layers.png
Drawn at 1 px/micron. Only two layers are drawn.
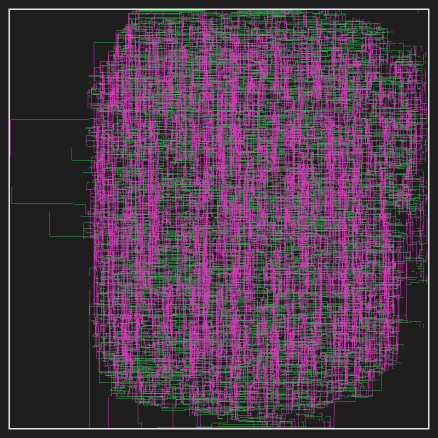
placed.png
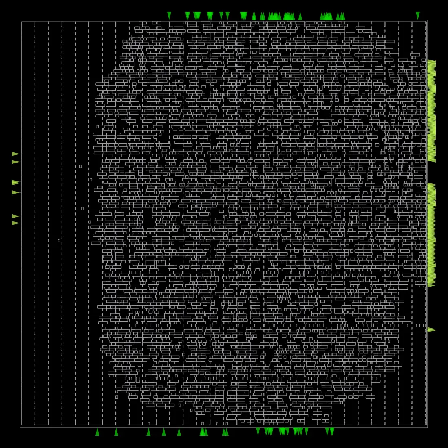
pinout.png
Drawn at 1 px/micron. Pins as bars across the die edge, other pins in gray.
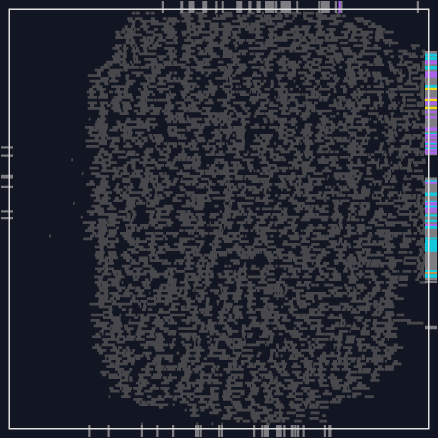
<file path="src/rtl/id_stage.sv">
// rtl/id_stage.sv - decode stage: IF/ID latch, 32x32 register file, hazard detection, ID/EX latch
// Optional ID_WB_BYPASS_EN: same-cycle write-back data is forwarded to register reads.
module id_stage (
    input  logic        Clk,
    input  logic        Rst,
    input  logic [31:0] Inst,
    input  logic        WbWrite,
    input  logic [4:0]  WbReg,
    input  logic [31:0] WbData,
    output logic        Branch,
    output logic        Jump,
    output logic        Stall,
    output logic [31:0] BranchOffset,
    output logic [25:0] JumpAddress,
    output logic [31:0] ExRegA,
    output logic [31:0] ExRegB,
    output logic [31:0] ExImm,
    output logic [4:0]  ExDest,
    output logic [2:0]  ExAluOp,
    output logic        ExMemRead,
    output logic        ExMemWrite,
    output logic        ExRegWrite
);
    localparam logic [5:0] OP_RTYPE = 6'h00;
    localparam logic [5:0] OP_J     = 6'h02;
    localparam logic [5:0] OP_BEQ   = 6'h04;
    localparam logic [5:0] OP_BNE   = 6'h05;
    localparam logic [5:0] OP_ADDI  = 6'h08;
    localparam logic [5:0] OP_LW    = 6'h23;
    localparam logic [5:0] OP_SW    = 6'h2B;

    logic [31:0] if_id_q, if_id_d;
    logic [31:0] rf_q [32];
    logic [31:0] ex_rega_q, ex_rega_d, ex_regb_q, ex_regb_d, ex_imm_q, ex_imm_d;
    logic [4:0]  ex_dest_q, ex_dest_d;
    logic [2:0]  ex_aluop_q, ex_aluop_d;
    logic        ex_memread_q, ex_memread_d, ex_memwrite_q, ex_memwrite_d;
    logic        ex_regwrite_q, ex_regwrite_d;

    logic [5:0]  op, funct;
    logic [4:0]  rs, rt, rd;
    logic [31:0] reg_a, reg_b, imm_sx;
    logic        is_branch, uses_rt, load_use, br_hazard, ex_load;
    logic        dec_valid, dec_mr, dec_mw, dec_rw;
    logic [2:0]  dec_alu;
    logic [4:0]  dec_dest;

    assign op     = if_id_q[31:26];
    assign rs     = if_id_q[25:21];
    assign rt     = if_id_q[20:16];
    assign rd     = if_id_q[15:11];
    assign funct  = if_id_q[5:0];
    assign imm_sx = {{16{if_id_q[15]}}, if_id_q[15:0]};

    always_comb begin
        reg_a = (rs == 5'd0) ? 32'd0 : rf_q[rs];
        reg_b = (rt == 5'd0) ? 32'd0 : rf_q[rt];
`ifdef ID_WB_BYPASS_EN
        if (WbWrite && WbReg != 5'd0 && WbReg == rs) reg_a = WbData;
        if (WbWrite && WbReg != 5'd0 && WbReg == rt) reg_b = WbData;
`endif
    end

    // Branches resolve here, so they also need any in-flight ALU result, not just loads.
    assign is_branch = (op == OP_BEQ) || (op == OP_BNE);
    assign uses_rt   = (op == OP_RTYPE) || is_branch || (op == OP_SW);
    assign load_use  = ex_memread_q && (ex_dest_q != 5'd0) &&
                       ((ex_dest_q == rs) || (uses_rt && ex_dest_q == rt));
    assign br_hazard = is_branch && ex_regwrite_q && (ex_dest_q != 5'd0) &&
                       ((ex_dest_q == rs) || (ex_dest_q == rt));

    assign Stall        = load_use || br_hazard;
    assign Branch       = !Stall && (((op == OP_BEQ) && (reg_a == reg_b)) ||
                                     ((op == OP_BNE) && (reg_a != reg_b)));
    assign Jump         = !Stall && (op == OP_J);
    assign BranchOffset = imm_sx;
    assign JumpAddress  = if_id_q[25:0];

    always_comb begin
        dec_valid = 1'b0;
        dec_alu   = 3'd0;
        dec_dest  = 5'd0;
        dec_mr    = 1'b0;
        dec_mw    = 1'b0;
        dec_rw    = 1'b0;
        case (op)
            OP_RTYPE: begin
                dec_dest = rd;
                dec_rw   = 1'b1;
                case (funct)
                    6'h20:   begin dec_valid = 1'b1; dec_alu = 3'd0; end
                    6'h22:   begin dec_valid = 1'b1; dec_alu = 3'd1; end
                    6'h24:   begin dec_valid = 1'b1; dec_alu = 3'd2; end
                    6'h25:   begin dec_valid = 1'b1; dec_alu = 3'd3; end
                    6'h2A:   begin dec_valid = 1'b1; dec_alu = 3'd4; end
                    default: dec_valid = 1'b0;
                endcase
            end
            OP_ADDI: begin dec_valid = 1'b1; dec_dest = rt; dec_rw = 1'b1; end
            OP_LW:   begin dec_valid = 1'b1; dec_dest = rt; dec_rw = 1'b1; dec_mr = 1'b1; end
            OP_SW:   begin dec_valid = 1'b1; dec_mw = 1'b1; end
            default: dec_valid = 1'b0;
        endcase
    end

    // beq/bne/j and anything undecodable enter ID/EX as an all-zero bubble.
    always_comb begin
        if_id_d = if_id_q;
        if (!Stall) if_id_d = (Branch || Jump) ? 32'd0 : Inst;
        ex_load       = dec_valid && !Stall;
        ex_rega_d     = ex_load ? reg_a    : 32'd0;
        ex_regb_d     = ex_load ? reg_b    : 32'd0;
        ex_imm_d      = ex_load ? imm_sx   : 32'd0;
        ex_dest_d     = ex_load ? dec_dest : 5'd0;
        ex_aluop_d    = ex_load ? dec_alu  : 3'd0;
        ex_memread_d  = ex_load && dec_mr;
        ex_memwrite_d = ex_load && dec_mw;
        ex_regwrite_d = ex_load && dec_rw;
    end

    always_ff @(posedge Clk or posedge Rst) begin
        if (Rst) begin
            if_id_q       <= 32'd0;
            ex_rega_q     <= 32'd0;
            ex_regb_q     <= 32'd0;
            ex_imm_q      <= 32'd0;
            ex_dest_q     <= 5'd0;
            ex_aluop_q    <= 3'd0;
            ex_memread_q  <= 1'b0;
            ex_memwrite_q <= 1'b0;
            ex_regwrite_q <= 1'b0;
            for (int i = 0; i < 32; i++) rf_q[i] <= 32'd0;
        end else begin
            if_id_q       <= if_id_d;
            ex_rega_q     <= ex_rega_d;
            ex_regb_q     <= ex_regb_d;
            ex_imm_q      <= ex_imm_d;
            ex_dest_q     <= ex_dest_d;
            ex_aluop_q    <= ex_aluop_d;
            ex_memread_q  <= ex_memread_d;
            ex_memwrite_q <= ex_memwrite_d;
            ex_regwrite_q <= ex_regwrite_d;
            if (WbWrite && WbReg != 5'd0) rf_q[WbReg] <= WbData;
        end
    end

    assign ExRegA     = ex_rega_q;
    assign ExRegB     = ex_regb_q;
    assign ExImm      = ex_imm_q;
    assign ExDest     = ex_dest_q;
    assign ExAluOp    = ex_aluop_q;
    assign ExMemRead  = ex_memread_q;
    assign ExMemWrite = ex_memwrite_q;
    assign ExRegWrite = ex_regwrite_q;
endmodule

</file>
<file path="config.mk">
export PLATFORM = sky130hd
export DESIGN_NAME = id_stage
export DESIGN_NICKNAME = d
export VERILOG_FILES = /design/src/rtl/id_stage.sv
export SDC_FILE = /design/constraint.sdc
export NUM_CORES = 2
export LEC_CHECK = 0
export CAP_MARGIN = 20
export CELL_PAD_IN_SITES_DETAIL_PLACEMENT = 0
export CELL_PAD_IN_SITES_GLOBAL_PLACEMENT = 1
export CORE_UTILIZATION = 35
export DETAILED_ROUTE_END_ITERATION = 16
export HOLD_SLACK_MARGIN = 0.08
export PLACE_DENSITY = 0.61
export SLEW_MARGIN = 30
export SYNTH_ARGS = -nofsm -noshare
export SYNTH_HDL_FRONTEND = slang
export SYNTH_SLANG_ARGS = --single-unit
</file>
<file path="constraint.sdc">
create_clock -name Clk -period 39.4 [get_ports Clk]
set_clock_uncertainty 0.05 [all_clocks]
set_input_delay 3.94 -clock Clk [delete_from_list [all_inputs] [get_ports Clk]]
set_output_delay 3.94 -clock Clk [all_outputs]
set_load 0.05 [all_outputs]
</file>
==> deck_impl_summary.md <==
Implementation Results

Synth
  – Post-synthesis sequential element count: 1147
  – YS warnings: 0
  – Cells after Synth: 4209
  – Most common cell in the synthesized netlist: dfrtp_1
  – Synth cell types: 66
  – Syn avg cell area: 14.4 sq um
  – Top cells by count: 1147 x dfrtp_1, 1040 x mux2_2, 371 x mux4_2, 278 x mux2i_1, 250 x clkbuf_1
  – Largest cells by area: dfrtp_1 47%, mux2_2 19%, mux4_2 14%
  – Number of cells in Yosys stat: 4209
  – Number of flops mapped to enable cells by yosys: 0
  – Async SR Flop Fraction: 100%

Status
  – Run status: completed

Global routing
  – Total track usage: 25.3%
  – GR Overflow Total: 0
  – GRT met2 Usage: 40.5%
  – Met3 usage: 4.07%
  – First-pass GRT wire length: 316000 microns
  – GR peak layer: met2
  – Vias in the first global route: 40100
  – Initial antenna violation count: 17
  – Largest net degree at the start of global routing: 168

Power and ir drop
  – Power Dens Cells: 50.5 nW/um^2
  – Sw Share: 28.1%
  – Final Power: 3.45 mW
  – P_int: 2.48 mW
  – P_comb: 687 uW
  – Peak supply drop: 0.0000341 V
  – Clk. pwr: 1.23 mW
  – Power Sequential: 1.54 mW

Final timing
  – Setup slack after layout: 26640 ps
  – Setup TNS: 0 ps
  – Slew @ Worst Pin: 1160 ps
  – Setup violators final: 0
  – RSZ-0062 raised after global routing: no
  – Hold Slack: 342 ps
  – Final Max Slew Viols: 0
  – Crit path time final: 12760 ps
  – Max Fclk: 0.0784 GHz

Layout
  – Multi-input gate share of total cell area: 42.6%
  – Flip-flops: 1147
  – Largest register FFs: 1024
  – Top reg by flops: rf_q
  – Clk_buf instances: 188
  – Sequential cell area share: 42.0%
  – Non-CTS buffers: 355
  – Share of cells above drive strength 1: 43.4%
  – Storage cell area: 28700 sq um
  – Non-clock buffer share: 4.93%
  – Clock network area share: 6.17%
  – Final Instance Area: 68300 sq um
  – Comb gates: 2522

Clock network
  – Clock Sinks: 1147
  – Hold buffers post-CTS: 0
  – Clock transition at path regs: 60 ps
  – CTS Buf Count: 132
  – Clock Tree Root: clkbuf_16
  – H-tree levels: 4
  – Clock latency on the worst-skew pair: 780 ps
  – Post-cts sizing count: 0
  – TritonCTS clock tree: done
  – Bufs on Longest Clock Path: 3

Setup path
  – R2R cell count: 13
  – Reg-to-Reg End: if_id_q[17]$_DFFE_PP0N_
  – Critical path data required time: 35410 ps
  – Register-to-register setup slack: 31310 ps
  – Worst endpoint data arrival time: 8770 ps
  – Worst setup endpoint: Branch
  – Worst setup startpoint: if_id_q[16]$_DFFE_PP0N_
  – Worst setup EP type: primary output
  – Startpoint type of the worst setup path: register
  – Crit Path Class: reg2out

Drt
  – Post-Route WL: 221000 microns
  – Detail-routed via count per cell: 6.05
  – Routed Antenna Nets: 0
  – Wire length on met3: 13400 microns
  – Initial drt markers: 3470
  – DRT met1 WL: 96200 microns

Min path
  – Hold depth: 0
  – Worst Hold End: rf_q[998]$_DFFE_PP0P_
  – Hold Startpoint: rf_q[998]$_DFFE_PP0P_

Die
  – Die width: 418 microns
  – FP Rows: 152
  – Die Footprint: 175000 sq um
  – Die Ht: 418 microns
  – FP Util: 35.3%
  – N_taps: 2310

Placement
  – HPWL after detailed placement: 125000 microns
  – DP Cell Count: 6341
  – Pre-CTS WS: 27360 ps
  – Port Buffers: 239
  – Placed cell areas: 64100 sq um
  – RD Place Congestion: 0.795
## Picture notes: layers.png
Magenta marks M2, wire length 104 mm. Green marks M1, wire length 96.2 mm.

## Picture notes: placed.png
fin util: 39.8%
post-route insts no fill: 6569
Filler Cells Inserted: 15900

## Picture notes: pinout.png
Cyan marks `ExImm`, pins 32, direction output, edge right. Orange marks `Rst`, pins 1, direction input, edge right. Purple marks `JumpAddress`, pins 26, direction output, edge 25 right, 1 top. Yellow marks `ExAluOp`, pins 3, direction output, edge right.
All pins by edge: 154 right, 50 top, 29 bottom, 7 left.

-- logic make-up (layout without fill, tap and decap cells) --
kind of cell / after synthesis / count (layout) / synth area share [%]
XOR/XNOR: 41 / 41 / 0.593
AND/OR/NAND/NOR: 364 / 364 / 3.03
multiplexers: 1699 / 1699 / 38.2
buffers and inverters: 540 / 590 / 5.07
flip-flops: 1147 / 1147 / 47.4
AND-OR/OR-AND: 418 / 418 / 5.72
-- critical path, cell delays in order (launching register included) --
cell	delay [ps]
dfrtp_4	1050
buf_4	710
buf_4	700
buf_4	720
buf_4	630
mux4_2	570
a211oi_1	470
a211o_1	250
xor2_1	170
nor4_1	310
nand4_1	320
nor3_4	370
buf_4	440
xnor2_1	140
nor3_2	130
clkdlybuf4s50_1	820
Power figures rest on the tool's default switching activity, not on a simulated workload.
